### src/rtl/trace_capture_ctrl.sv
// trace_capture_ctrl: arm/sync/trigger/delay/capture sequencer gating trace-record writes into the capture FIFO
module trace_capture_ctrl #(
  parameter int pCOUNT_WIDTH = 32,
  parameter int pDELAY_WIDTH = 16
) (
  input  logic                    trace_clk,
  input  logic                    reset_n,
  input  logic                    I_arm,
  input  logic [1:0]              I_trig_source,
  input  logic                    I_m3_trig,
  input  logic                    I_match_trig,
  input  logic                    I_userio_trig,
  input  logic [pDELAY_WIDTH-1:0] I_trig_delay,
  input  logic [pCOUNT_WIDTH-1:0] I_capture_len,
  input  logic                    I_synchronized,
  input  logic                    I_data_valid,
  input  logic                    I_fifo_full,
  output logic                    O_fifo_wr,
  output logic                    O_arm,
  output logic                    O_capturing,
  output logic                    O_done,
  output logic                    O_overflow,
  output logic                    O_trig_out,
  output logic [2:0]              O_state,
  output logic [pCOUNT_WIDTH-1:0] O_capture_count
);
  localparam logic [2:0] IDLE      = 3'd0;
  localparam logic [2:0] WAIT_SYNC = 3'd1;
  localparam logic [2:0] WAIT_TRIG = 3'd2;
  localparam logic [2:0] DELAY     = 3'd3;
  localparam logic [2:0] CAPTURE   = 3'd4;
  localparam logic [2:0] DONE      = 3'd5;

  logic [2:0]              state_q, state_d;
  logic                    arm_q, arm_d;
  logic [2:0]              hist_q, hist_d;
  logic [1:0]              src_q, src_d;
  logic [pDELAY_WIDTH-1:0] delay_q, delay_d;
  logic [pDELAY_WIDTH-1:0] dcnt_q, dcnt_d;
  logic [pCOUNT_WIDTH-1:0] len_q, len_d;
  logic [pCOUNT_WIDTH-1:0] count_q, count_d;
  logic                    ovf_q, ovf_d;
  logic                    sel_now, sel_prev, trig, wr, drop, last, trig_out;
  logic [pCOUNT_WIDTH:0]   count_inc;

  // Trigger selection: rising edge of the latched source; immediate source always fires
  always_comb begin
    sel_now  = src_q == 2'd0 ? I_m3_trig : src_q == 2'd1 ? I_match_trig : I_userio_trig;
    sel_prev = src_q == 2'd0 ? hist_q[0] : src_q == 2'd1 ? hist_q[1] : hist_q[2];
    trig     = src_q == 2'd2 ? 1'b1 : sel_now & ~sel_prev;
  end

  // Write gating and end-of-length detection, compared at full width so len never wraps
  always_comb begin
    wr        = (state_q == CAPTURE) & I_data_valid & ~I_fifo_full;
    drop      = (state_q == CAPTURE) & I_data_valid & I_fifo_full;
    count_inc = {1'b0, count_q} + {{pCOUNT_WIDTH{1'b0}}, 1'b1};
    last      = wr && (len_q != '0) && (count_inc == {1'b0, len_q});
  end

  // Sequencer next-state; disarm overrides every other transition
  always_comb begin
    state_d  = state_q;
    arm_d    = I_arm;
    hist_d   = {I_userio_trig, I_match_trig, I_m3_trig};
    src_d    = src_q;
    delay_d  = delay_q;
    dcnt_d   = dcnt_q;
    len_d    = len_q;
    count_d  = wr ? (&count_q ? count_q : count_q + 1'b1) : count_q;
    ovf_d    = ovf_q | drop;
    trig_out = 1'b0;
    if (state_q != IDLE && !I_arm) state_d = IDLE;
    else begin
      case (state_q)
        IDLE: if (I_arm && !arm_q) begin
          src_d   = I_trig_source;
          delay_d = I_trig_delay;
          len_d   = I_capture_len;
          count_d = '0;
          ovf_d   = 1'b0;
          state_d = WAIT_SYNC;
        end
        WAIT_SYNC: state_d = I_synchronized ? WAIT_TRIG : WAIT_SYNC;
        WAIT_TRIG: if (!I_synchronized) state_d = WAIT_SYNC;
          else if (trig) begin
            trig_out = 1'b1;
            dcnt_d   = '0;
            state_d  = delay_q != '0 ? DELAY : CAPTURE;
          end
        DELAY: begin
          dcnt_d  = dcnt_q + 1'b1;
          state_d = dcnt_q == delay_q - 1'b1 ? CAPTURE : DELAY;
        end
        CAPTURE: state_d = (drop || last) ? DONE : CAPTURE;
        DONE: state_d = DONE;
        default: state_d = IDLE;
      endcase
    end
  end

  // State and configuration registers with synchronous active-low reset
  always_ff @(posedge trace_clk) begin
    if (!reset_n) begin
      state_q <= IDLE;
      arm_q   <= 1'b0;
      hist_q  <= '0;
      src_q   <= '0;
      delay_q <= '0;
      dcnt_q  <= '0;
      len_q   <= '0;
      count_q <= '0;
      ovf_q   <= 1'b0;
    end else begin
      state_q <= state_d;
      arm_q   <= arm_d;
      hist_q  <= hist_d;
      src_q   <= src_d;
      delay_q <= delay_d;
      dcnt_q  <= dcnt_d;
      len_q   <= len_d;
      count_q <= count_d;
      ovf_q   <= ovf_d;
    end
  end

  assign O_fifo_wr       = wr;
  assign O_arm           = state_q != IDLE;
  assign O_capturing     = state_q == CAPTURE;
  assign O_done          = state_q == DONE;
  assign O_overflow      = ovf_q;
  assign O_trig_out      = trig_out;
  assign O_state         = state_q;
  assign O_capture_count = count_q;
endmodule
### config.mk
export PLATFORM = sky130hd
export DESIGN_NAME = trace_capture_ctrl
export DESIGN_NICKNAME = d
export VERILOG_FILES = /design/src/rtl/trace_capture_ctrl.sv
export SDC_FILE = /design/constraint.sdc
export NUM_CORES = 1
export LEC_CHECK = 0
export CAP_MARGIN = 20
export CORE_MARGIN = 3
export CORE_UTILIZATION = 45
export DETAILED_ROUTE_END_ITERATION = 10
export PLACE_DENSITY = 0.72
export SLEW_MARGIN = 20
export SYNTH_ARGS = -nofsm -noshare
export SYNTH_HDL_FRONTEND = slang
export SYNTH_SLANG_ARGS = --single-unit
### constraint.sdc
create_clock -name trace_clk -period 3.96 [get_ports trace_clk]
set_input_delay 0.792 -clock trace_clk [delete_from_list [all_inputs] [get_ports trace_clk]]
set_output_delay 0.792 -clock trace_clk [all_outputs]
set_load 0.02 [all_outputs]
==> Implementation_results.wiki, run 1 <==
== Flow metrics ==
{| class="wikitable"
! Metric !! Value
|-
| Final #Nets || 915
|-
| Total Power Consumption || 2.37 mW
|-
| Result of the run || finished clean
|-
| Number of clock sinks seen by CTS || 106
|-
| Number of enable flip-flop cells || 0
|-
| Endpoint of the worst hold-timing path || O_overflow$_SDFF_PN0_
|-
| Global-route usage over all layers || 22.4%
|-
| Count of standard-cell rows || 41
|-
| DIE WIDTH || 122 um
|-
| First-pass GRT wire length || 26,400 um
|-
| Average instance area after synthesis || 7.86 um^2
|-
| CTS Root Buffer Type || clkbuf_16
|-
| Warning total across the stage logs || 26
|-
| Total met3 wirelength after detailed routing || 1280 um
|-
| Unique masters post-synth || 56
|-
| Layout overhead on the synthesized area || 22.7%
|-
| Critical-path maximum fanout || 8
|-
| DR vias || 5,607
|-
| Proportion of synthesized area in mux cells || 0.990%
|-
| Number of I/O port buffers || 99
|-
| Detailed router's first-iteration violation count || 422
|-
| Slew at the pin with the worst max-slew slack || 0.658 ns
|-
| Combinational fraction of design power || 14.0%
|-
| Biggest combinational cell group after synthesis || simple AND/OR/NAND/NOR gates
|-
| Most common reg cell || dfxtp_1
|-
| Final setup violating endpoints || 0
|-
| Top logic cell by instance count in the layout || nand2_1
|-
| Sequential share of power || 48.1%
|-
| IR drop worst, VDD || 185 uV
|-
| Most instantiated library cell after synthesis || nand2_1
|-
| Routed met1 length || 7930 um
|-
| HPWL Detailed || 12,600 um
|-
| Portion of total power attributed to the clock network || 37.9%
|-
| GR Layer Usage met2 || 33.7%
|-
| Clk power || 0.901 mW
|-
| Detailed-route vias per instance || 5.44
|-
| Worst setup path endpoint || O_state[0]$_SDFFE_PP0P_
|-
| CTS H-tree lvls || 3
|-
| Switching part of the total power || 27.6%
|-
| Setup slack of the worst register-to-register path || 0.44 ns
|-
| Post-route cell area || 7450 um^2
|-
| Filler cells || 1,148
|-
| Global-route congestion overflow total || 0
|-
| Area fraction in and, or, nand and nor cells || 32.3%
|-
| Combinational group power || 0.332 mW
|-
| Final weighted congestion of routability-driven global placement || 0.914
|-
| Final min period || 3.52 ns
|-
| Depth of the most critical reg-to-reg path || 8
|-
| Worst flop-to-flop path startpoint || O_capture_count[9]$_SDFF_PN0_
|}
## run 1: worst max-delay path, cell delays in order (launching register included)
cell and delay [ns]:
dfxtp_1 0.50, nand4_2 0.17, or3_1 0.55, nor3_4 0.29, nor2_1 0.07, or4_1 0.48, or4_1 0.51, or4_1 0.54
o41ai_2 0.31
## run 1: layout make-up
cell class                      instances  area [um^2]  share of cell area [%]
Sequential cell                       106         2120                    28.5
Multi-Input combinational cell        610         3670                    49.3
Tap cell                              172          215                    2.89
Timing Repair Buffer                  113         1100                    14.7
Clock buffer                           10          239                    3.21
Inverter                               13         48.8                   0.655
Clock inverter                          6         55.1                   0.739
==> run_1/flops_by_reg.png <==
Other sequential cells in the stronger grey, the rest of the logic in the fainter grey.
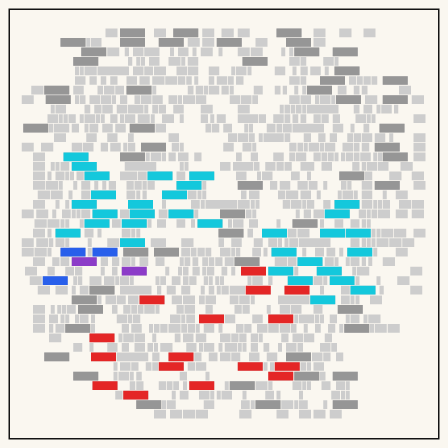
src_q: in purple, placed flops 2. dcnt_q: in red, placed flops 16. len_q: in cyan, placed flops 32, where a horizontal strip, middle. hist_q: in blue, placed flops 3.
Another 53 sequential cells are not coloured.

==> run_1/wires.png <==
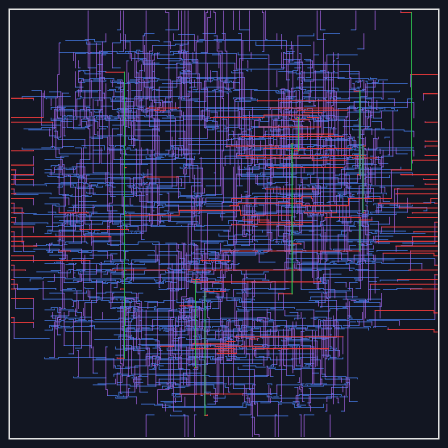
metal 1: in blue, wire length 7,930 um. metal 4: in green, wire length 291 um. metal 2: in purple, wire length 7,150 um. metal 3: in red, wire length 1,280 um.

==> run_1/logic_types.png <==
The bar under the picture is 20 um long.
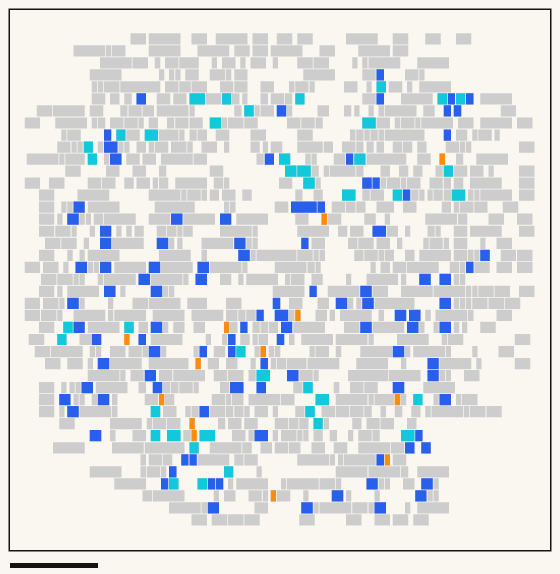
inverters: in orange, cells 13, most used inv_1. AND and OR gates: in cyan, cells 41, most used and3_1. inverting AOI/OAI gates: in blue, cells 103, most used a21boi_0.

==> run_1/clocks.png <==
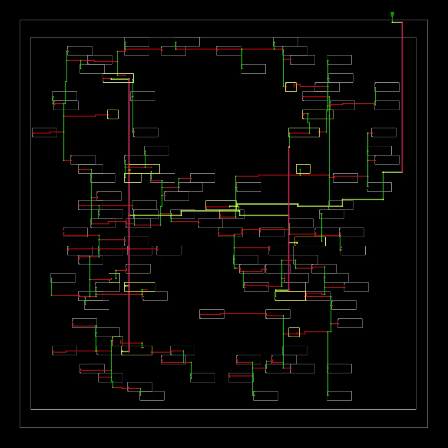
post-route clock skew: 0.0110 ns
total of clock buffers placed in the layout: 10
insertion delay of the later-clocked pin in the worst-skew pair: 0.36 ns
CTS buffer count: 9
Flops: 106

==> run 2, diff against run 1 <==
- clock period: 3.96 -> 4.3 ns (I/O delays scaled with it)
==> run_2/clocks.png <==
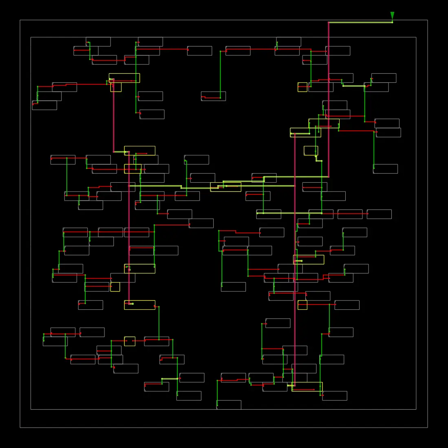
Clk power: 0.808 mW
post-route clock skew: 0.00784 ns
number of clock sinks seen by CTS: 106

==> Implementation_results.wiki, run 2 <==
== Flow metrics ==
{| class="wikitable"
! Metric !! Value
|-
| Result of the run || finished clean
|-
| Worst setup path endpoint || O_state[0]$_SDFFE_PP0P_
|-
| DR vias || 5,721 (+2.0%)
|-
| Critical Path Max Stage Delay || 0.55 ns (about the same)
|-
| Number of well-tap cells placed || 172 (unchanged)
|-
| CTS buffer count || 9 (unchanged)
|-
| Biggest combinational cell group after synthesis || simple AND/OR/NAND/NOR gates
|-
| DIE WIDTH || 122 um (unchanged)
|-
| Combinational share of cell area || 49.7% (+0.37 points)
|-
| Setup slack of the worst register-to-register path || 0.72 ns (+0.28 ns)
|-
| Final setup violating endpoints || 0 (unchanged)
|-
| HPWL Detailed || 12,400 um (-1.7%)
|-
| Post-route cell area || 7400 um^2 (-0.57%)
|-
| Most common reg cell || dfxtp_1
|-
| Detailed-route vias per instance || 5.59 (+2.6%)
|-
| Top logic cell by instance count in the layout || nand2_1
|-
| Endpoint of the worst hold-timing path || O_overflow$_SDFF_PN0_
|-
| Insertion delay of the later-clocked pin in the worst-skew pair || 0.36 ns (about the same)
|-
| Unique masters post-synth || 56 (unchanged)
|-
| Slowest-stage cell, CP || or3_1
|-
| Number of I/O port buffers || 99 (unchanged)
|-
| Combinational group power || 0.302 mW (-9.0%)
|-
| Proportion of synthesized area in mux cells || 0.990% (unchanged)
|-
| Largest delay contributor family on the critical path || simple AND/OR/NAND/NOR gates
|-
| Total of clock buffers placed in the layout || 10 (unchanged)
|-
| Comb area || 3680 um^2 (+0.17%)
|-
| Buffer share of cell area || 14.2% (-0.52 points)
|-
| Global-route congestion overflow total || 0 (unchanged)
|-
| Worst path buffer plus inverter count || 0 (unchanged)
|-
| Switching part of the total power || 27.2% (-0.39 points)
|-
| Most used cell along the critical path || or4_1
|-
| Filler cells || 1,182 (+3.0%)
|}
==> run_2/logic_types.png <==
The bar under the picture is 20 um long.
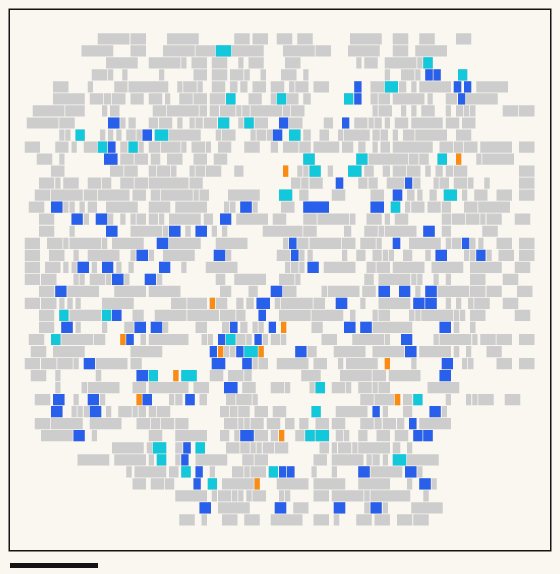
inverters: in orange, cells 13, most used inv_1. AND and OR gates: in cyan, cells 41, most used and3_1. inverting AOI/OAI gates: in blue, cells 103, most used a21boi_0, where all over the die.

==> run 2: cell counts after synthesis <==
Identical to the previous run, type by type.
==> run 2: cells by family (layout without fill, tap and decap cells) <==
logic type / after synthesis / in the layout
and+or+nand+nor: 394 / 394
adders and majority gates: 3 / 3
muxes: 6 / 6
DFF: 106 / 106
xor gates and xnor gates: 100 / 100
AOI/OAI and AO/OA: 107 / 107
buffers and inverters: 56 / 136
==> run 2: per-layer routing <==
layer | vias up | part of all wire (%) | wire (um) | GRT usage [%]
li1 | 2794 | - | - | -
met1 | 2678 | 48 | 7970 | 32.5
met2 | 225 | 43 | 7190 | 34.6
met3 | 24 | 7.5 | 1260 | 4.18
met4 | 0 | 1.8 | 307 | 7.63
met5 | - | 0 | 0 | 0
No activity file was given, so power comes from the tool's default toggle rates.
